[config.mk]
export PLATFORM = sky130hd
export DESIGN_NAME = pipeline_hazard_ctrl_flat
export DESIGN_NICKNAME = d
export VERILOG_FILES = /design/src/rtl/pipeline_hazard_ctrl_if.sv /design/src/rtl/pipeline_hazard_ctrl.sv /design/src/flat_wrapper.sv
export SDC_FILE = /design/constraint.sdc
export NUM_CORES = 1
export LEC_CHECK = 0
export ABC_CLOCK_PERIOD_IN_PS = 1500
export CAP_MARGIN = 10
export CORE_MARGIN = 2
export CORE_UTILIZATION = 36
export CTS_CLUSTER_DIAMETER = 80
export DETAILED_ROUTE_END_ITERATION = 6
export PLACE_DENSITY_LB_ADDON = 0.08
export SETUP_SLACK_MARGIN = 0.02
export SLEW_MARGIN = 20
export SYNTH_ARGS = -nofsm -noshare
export SYNTH_HDL_FRONTEND = slang
export SYNTH_SLANG_ARGS = --single-unit
[constraint.sdc]
create_clock -name clk -period 1.5 [get_ports clk]
set_input_delay 0.225 -clock clk [delete_from_list [all_inputs] [get_ports clk]]
set_output_delay 0.225 -clock clk [all_outputs]
set_load 0.02 [all_outputs]
[src/rtl/pipeline_hazard_ctrl_if.sv]
// Hazard-control bundle between the RV32I pipeline datapath (master) and the
// stall/flush sequencer (slave). HAZ_PERF_CNT_EN adds the performance counters.
interface pipeline_hazard_ctrl_if;
    logic [4:0] id_rs1;
    logic [4:0] id_rs2;
    logic [4:0] ex_rd;
    logic       ex_mem_read;
    logic       mem_access;
    logic       dmem_ready;
    logic       mem_branch_taken;
    logic       pc_write;
    logic       pc_sel_branch;
    logic       if_id_write;
    logic       id_ex_write;
    logic       ex_mem_write;
    logic       if_id_flush;
    logic       id_ex_flush;
    logic       ex_mem_flush;
    logic       mem_wb_flush;
    logic       mem_err;
`ifdef HAZ_PERF_CNT_EN
    logic [31:0] stall_cycles;
    logic [31:0] flush_count;
`endif

    modport master (
        output id_rs1, id_rs2, ex_rd, ex_mem_read, mem_access, dmem_ready, mem_branch_taken,
        input  pc_write, pc_sel_branch, if_id_write, id_ex_write, ex_mem_write,
        input  if_id_flush, id_ex_flush, ex_mem_flush, mem_wb_flush, mem_err
`ifdef HAZ_PERF_CNT_EN
        , input stall_cycles, flush_count
`endif
    );

    modport slave (
        input  id_rs1, id_rs2, ex_rd, ex_mem_read, mem_access, dmem_ready, mem_branch_taken,
        output pc_write, pc_sel_branch, if_id_write, id_ex_write, ex_mem_write,
        output if_id_flush, id_ex_flush, ex_mem_flush, mem_wb_flush, mem_err
`ifdef HAZ_PERF_CNT_EN
        , output stall_cycles, flush_count
`endif
    );
endinterface

[src/rtl/pipeline_hazard_ctrl.sv]
// Stall/flush sequencer for the 5-stage RV32I pipeline: memory wait with timeout,
// branch flush and load-use stall. Optional perf counters under HAZ_PERF_CNT_EN.
module pipeline_hazard_ctrl #(
    parameter int MEM_TIMEOUT = 16,
    parameter int CNT_W       = 8
) (
    input  logic                 clk,
    input  logic                 rst,
    pipeline_hazard_ctrl_if.slave hz
);
    typedef enum logic {RUN, MEM_WAIT} state_t;

    localparam logic [CNT_W-1:0] LAST_CNT = CNT_W'(MEM_TIMEOUT - 1);

    state_t           state, state_nxt;
    logic [CNT_W-1:0] wait_cnt, wait_cnt_nxt;
    logic             mem_err_q, mem_err_nxt;
    logic             load_use;

    logic pc_write, pc_sel_branch, if_id_write, id_ex_write, ex_mem_write;
    logic if_id_flush, id_ex_flush, ex_mem_flush, mem_wb_flush;

    assign load_use = hz.ex_mem_read && (hz.ex_rd != 5'd0) &&
                      ((hz.ex_rd == hz.id_rs1) || (hz.ex_rd == hz.id_rs2));

    // NOTE: every output gets a default before the case so no latch is inferred.
    always_comb begin
        state_nxt     = state;
        wait_cnt_nxt  = wait_cnt;
        mem_err_nxt   = 1'b0;
        pc_write      = 1'b1;
        pc_sel_branch = 1'b0;
        if_id_write   = 1'b1;
        id_ex_write   = 1'b1;
        ex_mem_write  = 1'b1;
        if_id_flush   = 1'b0;
        id_ex_flush   = 1'b0;
        ex_mem_flush  = 1'b0;
        mem_wb_flush  = 1'b0;

        case (state)
            RUN: begin
                if (hz.mem_access && !hz.dmem_ready) begin
                    pc_write     = 1'b0;
                    if_id_write  = 1'b0;
                    id_ex_write  = 1'b0;
                    ex_mem_write = 1'b0;
                    mem_wb_flush = 1'b1;
                    state_nxt    = MEM_WAIT;
                    wait_cnt_nxt = CNT_W'(1);
                end else if (hz.mem_branch_taken) begin
                    pc_sel_branch = 1'b1;
                    if_id_flush   = 1'b1;
                    id_ex_flush   = 1'b1;
                    ex_mem_flush  = 1'b1;
                end else if (load_use) begin
                    pc_write    = 1'b0;
                    if_id_write = 1'b0;
                    id_ex_flush = 1'b1;
                end
            end
            MEM_WAIT: begin
                pc_write     = 1'b0;
                if_id_write  = 1'b0;
                id_ex_write  = 1'b0;
                ex_mem_write = 1'b0;
                mem_wb_flush = 1'b1;
                if (hz.dmem_ready) begin
                    // Completed access is let through into MEM/WB.
                    mem_wb_flush = 1'b0;
                    state_nxt    = RUN;
                    wait_cnt_nxt = '0;
                end else if (wait_cnt == LAST_CNT) begin
                    state_nxt    = RUN;
                    wait_cnt_nxt = '0;
                    mem_err_nxt  = 1'b1;
                end else begin
                    wait_cnt_nxt = wait_cnt + CNT_W'(1);
                end
            end
            default: state_nxt = RUN;
        endcase

        if (rst) begin
            pc_write      = 1'b0;
            pc_sel_branch = 1'b0;
            if_id_write   = 1'b0;
            id_ex_write   = 1'b0;
            ex_mem_write  = 1'b0;
            if_id_flush   = 1'b1;
            id_ex_flush   = 1'b1;
            ex_mem_flush  = 1'b1;
            mem_wb_flush  = 1'b1;
        end
    end

    // NOTE: sequential state uses non-blocking assignments only.
    always_ff @(posedge clk) begin
        if (rst) begin
            state     <= RUN;
            wait_cnt  <= '0;
            mem_err_q <= 1'b0;
        end else begin
            state     <= state_nxt;
            wait_cnt  <= wait_cnt_nxt;
            mem_err_q <= mem_err_nxt;
        end
    end

`ifdef HAZ_PERF_CNT_EN
    logic [31:0] stall_cycles_q, flush_count_q;

    always_ff @(posedge clk) begin
        if (rst) begin
            stall_cycles_q <= '0;
            flush_count_q  <= '0;
        end else begin
            if (!pc_write)     stall_cycles_q <= stall_cycles_q + 32'd1;
            if (pc_sel_branch) flush_count_q  <= flush_count_q + 32'd1;
        end
    end

    assign hz.stall_cycles = stall_cycles_q;
    assign hz.flush_count  = flush_count_q;
`endif

    assign hz.pc_write      = pc_write;
    assign hz.pc_sel_branch = pc_sel_branch;
    assign hz.if_id_write   = if_id_write;
    assign hz.id_ex_write   = id_ex_write;
    assign hz.ex_mem_write  = ex_mem_write;
    assign hz.if_id_flush   = if_id_flush;
    assign hz.id_ex_flush   = id_ex_flush;
    assign hz.ex_mem_flush  = ex_mem_flush;
    assign hz.mem_wb_flush  = mem_wb_flush;
    assign hz.mem_err       = mem_err_q;
endmodule

[src/flat_wrapper.sv]
// flat-port wrapper written by rule: the top's interface ports become plain ports
module pipeline_hazard_ctrl_flat 
#(
    parameter int MEM_TIMEOUT = 16,
    parameter int CNT_W       = 8
)
  (clk, rst, hz_id_rs1, hz_id_rs2, hz_ex_rd, hz_ex_mem_read, hz_mem_access, hz_dmem_ready, hz_mem_branch_taken, hz_pc_write, hz_pc_sel_branch, hz_if_id_write, hz_id_ex_write, hz_ex_mem_write, hz_if_id_flush, hz_id_ex_flush, hz_ex_mem_flush, hz_mem_wb_flush, hz_mem_err);
  pipeline_hazard_ctrl_if hz_i ();
  input  logic clk;
  input  logic rst;
  input wire logic [$bits(hz_i.id_rs1)-1:0] hz_id_rs1;
  input wire logic [$bits(hz_i.id_rs2)-1:0] hz_id_rs2;
  input wire logic [$bits(hz_i.ex_rd)-1:0] hz_ex_rd;
  input wire logic [$bits(hz_i.ex_mem_read)-1:0] hz_ex_mem_read;
  input wire logic [$bits(hz_i.mem_access)-1:0] hz_mem_access;
  input wire logic [$bits(hz_i.dmem_ready)-1:0] hz_dmem_ready;
  input wire logic [$bits(hz_i.mem_branch_taken)-1:0] hz_mem_branch_taken;
  output wire logic [$bits(hz_i.pc_write)-1:0] hz_pc_write;
  output wire logic [$bits(hz_i.pc_sel_branch)-1:0] hz_pc_sel_branch;
  output wire logic [$bits(hz_i.if_id_write)-1:0] hz_if_id_write;
  output wire logic [$bits(hz_i.id_ex_write)-1:0] hz_id_ex_write;
  output wire logic [$bits(hz_i.ex_mem_write)-1:0] hz_ex_mem_write;
  output wire logic [$bits(hz_i.if_id_flush)-1:0] hz_if_id_flush;
  output wire logic [$bits(hz_i.id_ex_flush)-1:0] hz_id_ex_flush;
  output wire logic [$bits(hz_i.ex_mem_flush)-1:0] hz_ex_mem_flush;
  output wire logic [$bits(hz_i.mem_wb_flush)-1:0] hz_mem_wb_flush;
  output wire logic [$bits(hz_i.mem_err)-1:0] hz_mem_err;
  assign hz_i.id_rs1 = hz_id_rs1;
  assign hz_i.id_rs2 = hz_id_rs2;
  assign hz_i.ex_rd = hz_ex_rd;
  assign hz_i.ex_mem_read = hz_ex_mem_read;
  assign hz_i.mem_access = hz_mem_access;
  assign hz_i.dmem_ready = hz_dmem_ready;
  assign hz_i.mem_branch_taken = hz_mem_branch_taken;
  assign hz_pc_write = hz_i.pc_write;
  assign hz_pc_sel_branch = hz_i.pc_sel_branch;
  assign hz_if_id_write = hz_i.if_id_write;
  assign hz_id_ex_write = hz_i.id_ex_write;
  assign hz_ex_mem_write = hz_i.ex_mem_write;
  assign hz_if_id_flush = hz_i.if_id_flush;
  assign hz_id_ex_flush = hz_i.id_ex_flush;
  assign hz_ex_mem_flush = hz_i.ex_mem_flush;
  assign hz_mem_wb_flush = hz_i.mem_wb_flush;
  assign hz_mem_err = hz_i.mem_err;
  pipeline_hazard_ctrl #(.MEM_TIMEOUT(MEM_TIMEOUT), .CNT_W(CNT_W)) u_core (.clk(clk), .rst(rst), .hz(hz_i));
endmodule
Run 1, met1 routing:
Cells faint in the background.
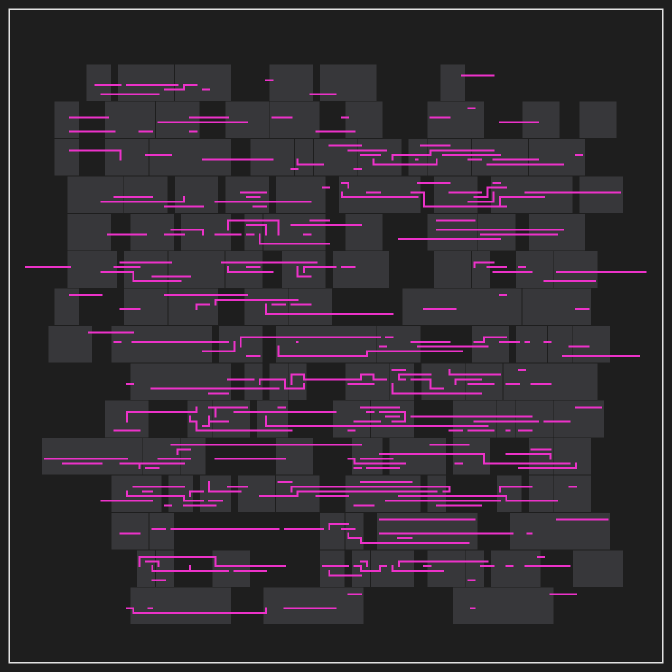
- main direction: horizontal
- longest straight run: 16.1 um
- nets with wire on the layer: 131
- share of all routed wire: 43%
- wire length on this layer: 751 um
M1 GR Usage: 19.1%
Routed WL: 1.76 mm
Vias: 742

Run 1, M2 wires:
The bar under the picture is 10 um long.
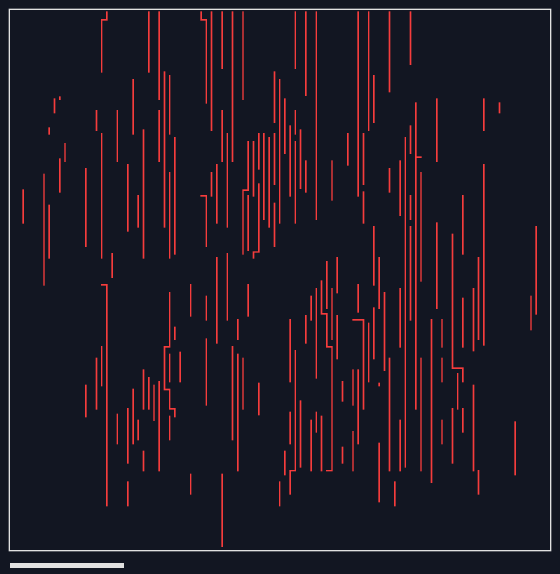
- share of all routed wire: 52%
- wire length on this layer: 919 um
- main direction: vertical
- longest straight run: 28.9 um
- nets with wire on the layer: 133
GRT met2 Usage: 31.4%

Run 1, met3 routing:
The bar under the picture is 10 um long.
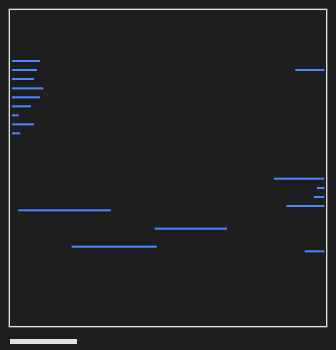
- wire length on this layer: 83.8 um
- share of all routed wire: 4.8%
- main direction: horizontal
- longest straight run: 13.6 um
- nets with wire on the layer: 16
GRT met3 Usage: 5.66%

Run 1, clock wiring as the flow saved it:
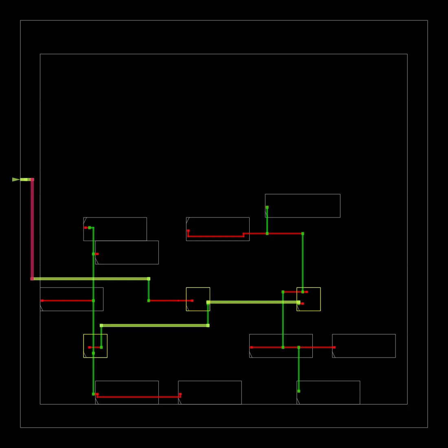
TritonCTS Buffers: 3
Clock Skews: 0.00616 ns
power in the clock group: 178 uW
worst skew pair latency: 0.26 ns
CLK BUF: 3

==> run 1: critical path, delay by kind of cell <==
kind / cells / cell delay [ns]
AND-OR/OR-AND: 2 / 0.23
AND/OR/NAND/NOR: 1 / 0.53
buffers and inverters: 3 / 0.38
==> run 1: metal layers <==
layer | wire (um) | up-vias
met5 | 0 | -
met4 | 11 | 0
met3 | 83 | 2
met2 | 918 | 19
met1 | 750 | 337
li1 | - | 384
==> run 1: cells by family (layout without fill, tap and decap cells) <==
| family | count (synthesis) | in the layout | share of synthesized area (%) |
|---|---|---|---|
| compound gates | 19 | 19 | 19.7 |
| simple gates | 31 | 31 | 25.8 |
| buf+inv | 6 | 52 | 5.16 |
| xor+xnor | 14 | 14 | 18.0 |
| flops | 10 | 10 | 29.5 |
| fa+ha+maj | 1 | 1 | 1.84 |
==> impl_metrics.csv, run 1 <==
group,metric,value,unit
final_layout,flop-count,10,
sta,fmax,0.631,GHz
floorplanning,ios,31,
final_layout,fin_util,67.6,%
floorplanning,die_height,47.4,um
clock_tree,cts_resized,83,
clock_tree,cts_setup_buffers,2,
yosys,yosysWarnings,0,
global_route,grt_max_degree,9,
floorplanning,dieWidth,47.4,um
placed_design,place_congestion,0.837,
sta,period_minus_slack,1.58,ns
critical_path,critical_path_arrival,1.36,ns
final_layout,drive_gt1_share,42.5,%
final_layout,largest_cell_class,"logic gates",
final_layout,nNonClkInverters,2,
final_layout,layout.nets,151,
detailed_routing,drt-vias-per-instance,4.88,
final_layout,buffers_excl_clock,47,
clock_tree,clk_path_buf_depth,2,
min_path,hold_depth,3,
sta,setup_tns,-0.231,ns
final_layout,nFillCells,171,
min_path,hp-start,"rst",
global_route,grt.overflow.total,0,
sta,holdWs,0.469,ns
placed_design,dp_hpwl,1.42,mm
status,status,"complete, but fails checks",
sta,post-route-period-util,106,%
final_layout,final_cell_mix,"17 x buf_4, 12 x xor2_1, 9 x dfxtp_1",
placed_design,numPortBuffers,30,
power_and_ir_drop,comb-power,227,uW
final_layout,comb_cells,65,
critical_path,cpMostUsedCell,"buf_4",
critical_path,crit_path_end_kind,"output port",
power_and_ir_drop,power_frac_comb,33.5,%
global_route,grt_pass1_wl,2.73,mm
final_layout,final-clk-cell-share,1.91,%
final_layout,comb_area,515,um2
yosys,synthesis.nets,103,
detailed_routing,drc,0,
sta,hold_viol,0,
yosys,largest_area_cell,"dfxtp_1",
min_path,hold_path.class,"in2reg",
critical_path,timing.rr.end,"u_core.wait_cnt[0]$_SDFFE_PP0P_",
critical_path,critPathSlowestCell,"or4_4",
critical_path,r2r-start,"u_core.wait_cnt[0]$_SDFFE_PP0P_",
critical_path,crit_end,"hz_id_ex_flush",
critical_path,worstSetupPathType,"in2out",
sta,slew_headroom,81.8,%
power_and_ir_drop,power_leader,"sequential cells",
critical_path,startpoint,"hz_ex_rd[3]",
power_and_ir_drop,internal_power,482,uW
clock_tree,root_buffer,"clkbuf_4",
detailed_routing,drt-initial-drc-count,6,
power_and_ir_drop,switching_power,195,uW
final_layout,regArea,204,um2
yosys,ys_area,679,um2
clock_tree,cts.clk_slew.worst_paths,0.06,ns
power_and_ir_drop,sequentialPowerShare,40.2,%
yosys,synth_top_flop_cell,"dfxtp_1",
yosys,edf_count,0,
yosys,ys_cells,81,
floorplanning,tap_cells,25,
floorplanning,core_area,1750,um2
status,failed_checks,"setup timing",
final_layout,largest-register,"u_core.wait_cnt",
critical_path,slowest_delay,0.53,ns
detailed_routing,wl_per_cell,11.6,um
power_and_ir_drop,p_seq,273,uW
yosys,syn_avg_cell_area,8.39,um2
detailed_routing,antenna_left,0,
global_route,grtUsageTotal,17.3,%
final_layout,fin_area,1180,um2
clock_tree,tritoncts,"built",
sta,setup_slack,-0.0846,ns
clock_tree,ctsHoldBuffers,0,
clock_tree,h-tree-depth,1,
sta,setup_viol,3,
yosys,synth_top_area_share,29.5,%
final_layout,area_growth,73.7,%
critical_path,path_max_fanout,2,
power_and_ir_drop,finalPower,677,uW
floorplanning,chipArea,2250,um2
run,warnings,29,
global_route,grt.busiest_layer,"met2",
global_route,grt_pass1_vias,709,
Run 1, wiring heat map:
The bar under the picture is 10 um long. The die is cut into 9 by 9 equal tiles; dark purple is low, yellow is high, scaled to the fullest tile. Values are wire area over tile area, all layers added.
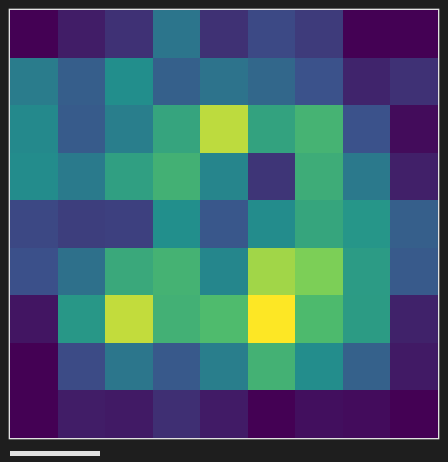

## Run 2: what changed since run 1
- CORE_ASPECT_RATIO: default -> 1.1
- SKIP_LAST_GASP: default -> 1
Run 2, wiring heat map:
The bar under the picture is 10 um long. The die is cut into 9 by 10 equal tiles; dark purple is low, yellow is high, scaled to the fullest tile. Values are wire area over tile area, all layers added.
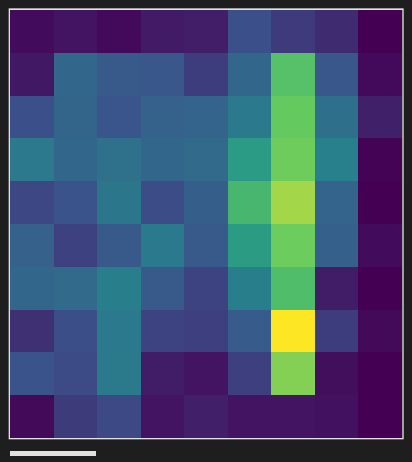
- tiles over half the peak: 12%
- fullest tile: 0.48
- emptiest ninth of the die: bottom centre
- mean over tiles: 0.13
- nearly empty tiles: 6.7%
GRT Resource Usage Total: 17.8%
Routed WL: 1.85 mm
wire per inst: 12.7 um

Run 2, met3 routing:
The bar under the picture is 10 um long.
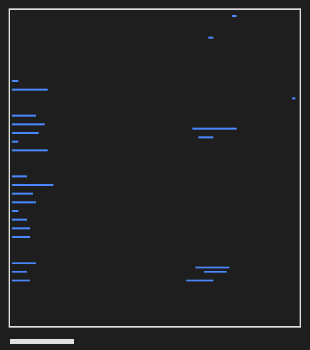
- share of all routed wire: 4.1%
- nets with wire on the layer: 23
Vias: 768
GRT met3 Usage: 1.10%

==> impl_metrics.csv, run 2 <==
group,metric,value,unit
critical_path,timing.rr.end,"u_core.wait_cnt[0]$_SDFFE_PP0P_",
final_layout,drive_gt1_share,46.1,%
floorplanning,core_area,1780,um2
run,warnings,29,
yosys,synth_adder_area_share,1.84,%
floorplanning,chipArea,2250,um2
min_path,hp-start,"rst",
critical_path,path_max_fanout,2,
sta,fmax,0.635,GHz
clock_tree,tritoncts,"built",
detailed_routing,drt-vias-per-instance,5.26,
placed_design,numPortBuffers,30,
min_path,hold_path.class,"in2reg",
global_route,grt_pass1_wl,2.99,mm
detailed_routing,drc,0,
sta,period_minus_slack,1.57,ns
clock_tree,cts_sinks,10,
clock_tree,cts_made_buffers,3,
critical_path,crit_end,"hz_if_id_write",
clock_tree,clkLatencyLatePin,0.29,ns
sta,setup_slack,-0.0748,ns
critical_path,path_buffers,4,
min_path,hold_depth,3,
floorplanning,die_height,49.6,um
critical_path,slowest_delay,0.32,ns
yosys,synthesis.nets,103,
yosys,synth_top_flop_cell,"dfxtp_1",
yosys,synth_top_area_share,29.5,%
critical_path,critPathSlowestCell,"o31a_1",
global_route,grt_pass1_vias,752,
detailed_routing,drt-initial-drc-count,6,
final_layout,largest-register,"u_core.wait_cnt",
yosys,edf_count,0,
yosys,ys_area,679,um2
status,failed_checks,"setup timing",
critical_path,worst-path-stages,8,
sta,setup_tns,-0.223,ns
global_route,grt.overflow.total,0,
floorplanning,ios,31,
floorplanning,dieWidth,45.4,um
sta,finClkSkew,0.00812,ns
sta,post-route-period-util,105,%
clock_tree,clk_path_buf_depth,2,
final_layout,regArea,205,um2
clock_tree,root_buffer,"clkbuf_4",
yosys,mux_area_share,0,%
yosys,synth-xor-area-share,18.0,%
yosys,largest_area_cell,"dfxtp_1",
final_layout,fin_area,1210,um2
yosys,yosysWarnings,0,
final_layout,area_growth,78.5,%
yosys,logic_family,"simple AND/OR/NAND/NOR gates",
clock_tree,h-tree-depth,1,
yosys,ys_cells,81,
global_route,grt_max_degree,9,
critical_path,worstSetupPathType,"in2out",
sta,setup_viol,3,
status,status,"complete, but fails checks",
critical_path,critical_path_arrival,1.35,ns
critical_path,required,1.27,ns
detailed_routing,antenna_left,0,
critical_path,startpoint,"hz_ex_rd[3]",
final_layout,layout.nets,151,
critical_path,r2r-start,"u_core.wait_cnt[0]$_SDFFE_PP0P_",
placed_design,place_congestion,0.774,
yosys,syn_avg_cell_area,8.39,um2
clock_tree,cts.clk_slew.worst_paths,0.07,ns
power_and_ir_drop,finalPower,768,uW
yosys,ys_sh_aoi,19.7,%
final_layout,fin_util,68.0,%
sta,slew_headroom,74.8,%
final_layout,final_cell_mix,"13 x xor2_1, 13 x buf_4, 10 x buf_6",
yosys,ys_sh_simple,25.8,%
sta,holdWs,0.473,ns
sta,hold_viol,0,
critical_path,crit_path_end_kind,"output port",
final_layout,comb_area,522,um2
Run 2, met1 routing:
Cells faint in the background.
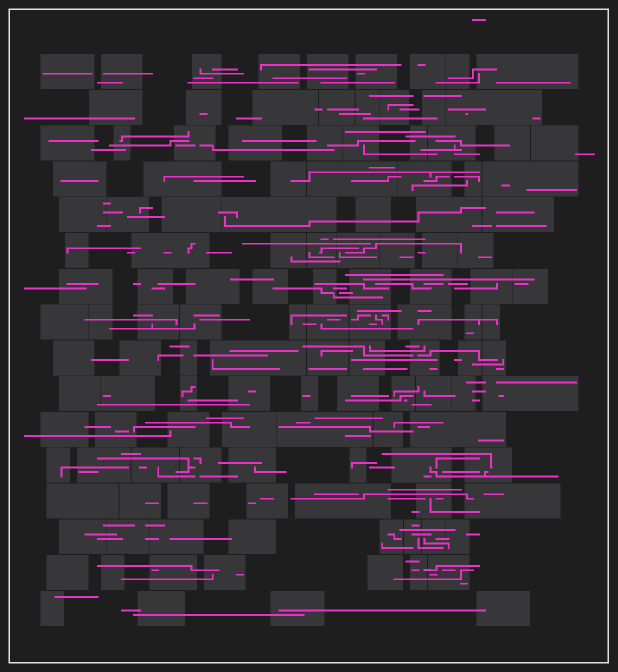
- wire length on this layer: 778 um
- longest straight run: 15.6 um
- share of all routed wire: 42%
- nets with wire on the layer: 125
- main direction: horizontal
M1 GR Usage: 22.3%

==> run 2: cell counts after synthesis <==
Identical to the previous run, type by type.
==> run 2: layout make-up <==
class | count | share of cell area [%]
multi-input combinational | 65 | 43.0
tap | 18 | 1.86
inverter | 2 | 0.619
clock buffer | 4 | 2.99
timing repair buffer | 47 | 34.6
sequential | 10 | 16.9
==> run 2: routing by layer <==
layer	global-route usage, %	vias up	wire (um)
met5	0	-	0
met4	10.3	0	55
met3	1.10	5	76
met2	28.9	28	944
met1	22.3	350	777
li1	-	385	-
==> run 2: report_power, final <==
group,switching [mW],internal [mW],total [mW]
logic,0.108,0.127,0.235
clock network,0.112,0.148,0.260
registers,0.00412,0.269,0.273
==> run 2: repair_timing <==
action	CTS	global route
setup buffers	3	1
resized	92	18
pin swaps	15	12
setup endpoints to repair	9	10
hold buffers	0	0
## Run 3: what changed since run 2
- GPL_ROUTABILITY_DRIVEN: default -> 0
Run 3, clock wiring as the flow saved it:
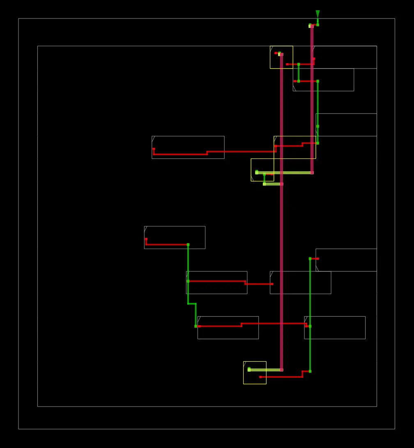
power in the clock group: 260 uW
Flop Count: 10

Run 3, met3 routing:
The bar under the picture is 10 um long.
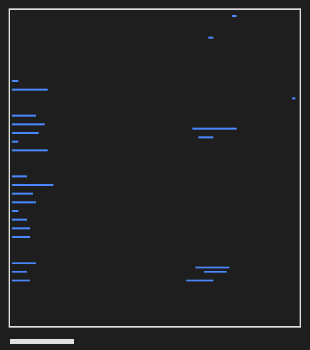
- wire length on this layer: 76.4 um
- share of all routed wire: 4.1%

Run 3, wiring heat map:
The bar under the picture is 10 um long. The die is cut into 9 by 10 equal tiles; dark purple is low, yellow is high, scaled to the fullest tile. Values are wire area over tile area, all layers added.
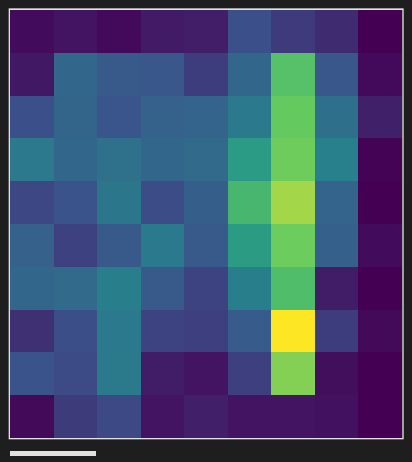
- nearly empty tiles: 6.7%
- fullest tile: 0.48
- tiles over half the peak: 12%
- mean over tiles: 0.13
- emptiest ninth of the die: bottom centre

==> impl_metrics.csv, run 3 <==
group,metric,value,unit
clock_tree,cts_sinks,10,
global_route,grtUsageTotal,17.8,%
final_layout,largest-register,"u_core.wait_cnt",
sta,period_minus_slack,1.57,ns
sta,setup_tns,-0.223,ns
yosys,synth-xor-area-share,18.0,%
yosys,synth_adder_area_share,1.84,%
yosys,ys_sh_simple,25.8,%
critical_path,r2r-start,"u_core.wait_cnt[0]$_SDFFE_PP0P_",
yosys,ys_area,679,um2
sta,setup_viol,3,
final_layout,nNonClkInverters,2,
critical_path,crit_path_end_kind,"output port",
final_layout,nFillCells,153,
final_layout,final-clk-cell-share,2.99,%
final_layout,layout.nets,151,
final_layout,buffers_excl_clock,47,
floorplanning,tap_cells,18,
detailed_routing,antenna_left,0,
yosys,ys_sh_aoi,19.7,%
status,status,"complete, but fails checks",
detailed_routing,drt-initial-drc-count,6,
min_path,hp-start,"rst",
yosys,synth_top_area_share,29.5,%
yosys,synth_top_flop_cell,"dfxtp_1",
clock_tree,root_buffer,"clkbuf_4",
global_route,grt.overflow.total,0,
clock_tree,tritoncts,"built",
yosys,ys_cells,81,
sta,setup_slack,-0.0748,ns
detailed_routing,dr_wl_met3,76,um
clock_tree,clk_path_buf_depth,2,
yosys,largest_area_cell,"dfxtp_1",
status,failed_checks,"setup timing",
critical_path,critPathSlowestCell,"o31a_1",
global_route,grt_pass1_vias,752,
final_layout,final_cell_mix,"13 x xor2_1, 13 x buf_4, 10 x buf_6",
critical_path,cp_top_family,"buffers and inverters",
final_layout,nClkBuffers,4,
power_and_ir_drop,finalPower,768,uW
clock_tree,cts.clk_slew.worst_paths,0.07,ns
detailed_routing,num_vias,768,
critical_path,worst-path-stages,8,
global_route,grt_pass1_wl,2.99,mm
critical_path,cpMostUsedCell,"buf_6",
clock_tree,h-tree-depth,1,
critical_path,worstSetupPathType,"in2out",
final_layout,seq_share,16.9,%
clock_tree,cts_setup_buffers,3,
min_path,hold_path.class,"in2reg",
yosys,synthesis.nets,103,
critical_path,slowest_delay,0.32,ns
yosys,edf_count,0,
critical_path,startpoint,"hz_ex_rd[3]",
critical_path,path_max_fanout,2,
sta,fmax,0.635,GHz
final_layout,drive_gt1_share,46.1,%
final_layout,fin_area,1210,um2
run 3: logic make-up (layout without fill, tap and decap cells):
kind of cell / Yosys count / in the layout
AOI/OAI and AO/OA: 19 / 19
xor gates and xnor gates: 14 / 14
DFF: 10 / 10
adders and majority gates: 1 / 1
buffers and inverters: 6 / 53
and+or+nand+nor: 31 / 31
run 3: power by group:
group	total, mW	switching [mW]	internal, mW
Sequential	0.273	0.00412	0.269
Combinational	0.235	0.108	0.127
Clock	0.260	0.112	0.148
Total	0.768	0.224	0.544
run 3: per-layer routing:
| layer | GRT usage [%] | vias up |
|---|---|---|
| li1 | - | 385 |
| met1 | 22.3 | 350 |
| met3 | 1.10 | 5 |
| met5 | 0 | - |
| met4 | 10.3 | 0 |
| met2 | 28.9 | 28 |
No activity file was given, so power comes from the tool's default toggle rates.
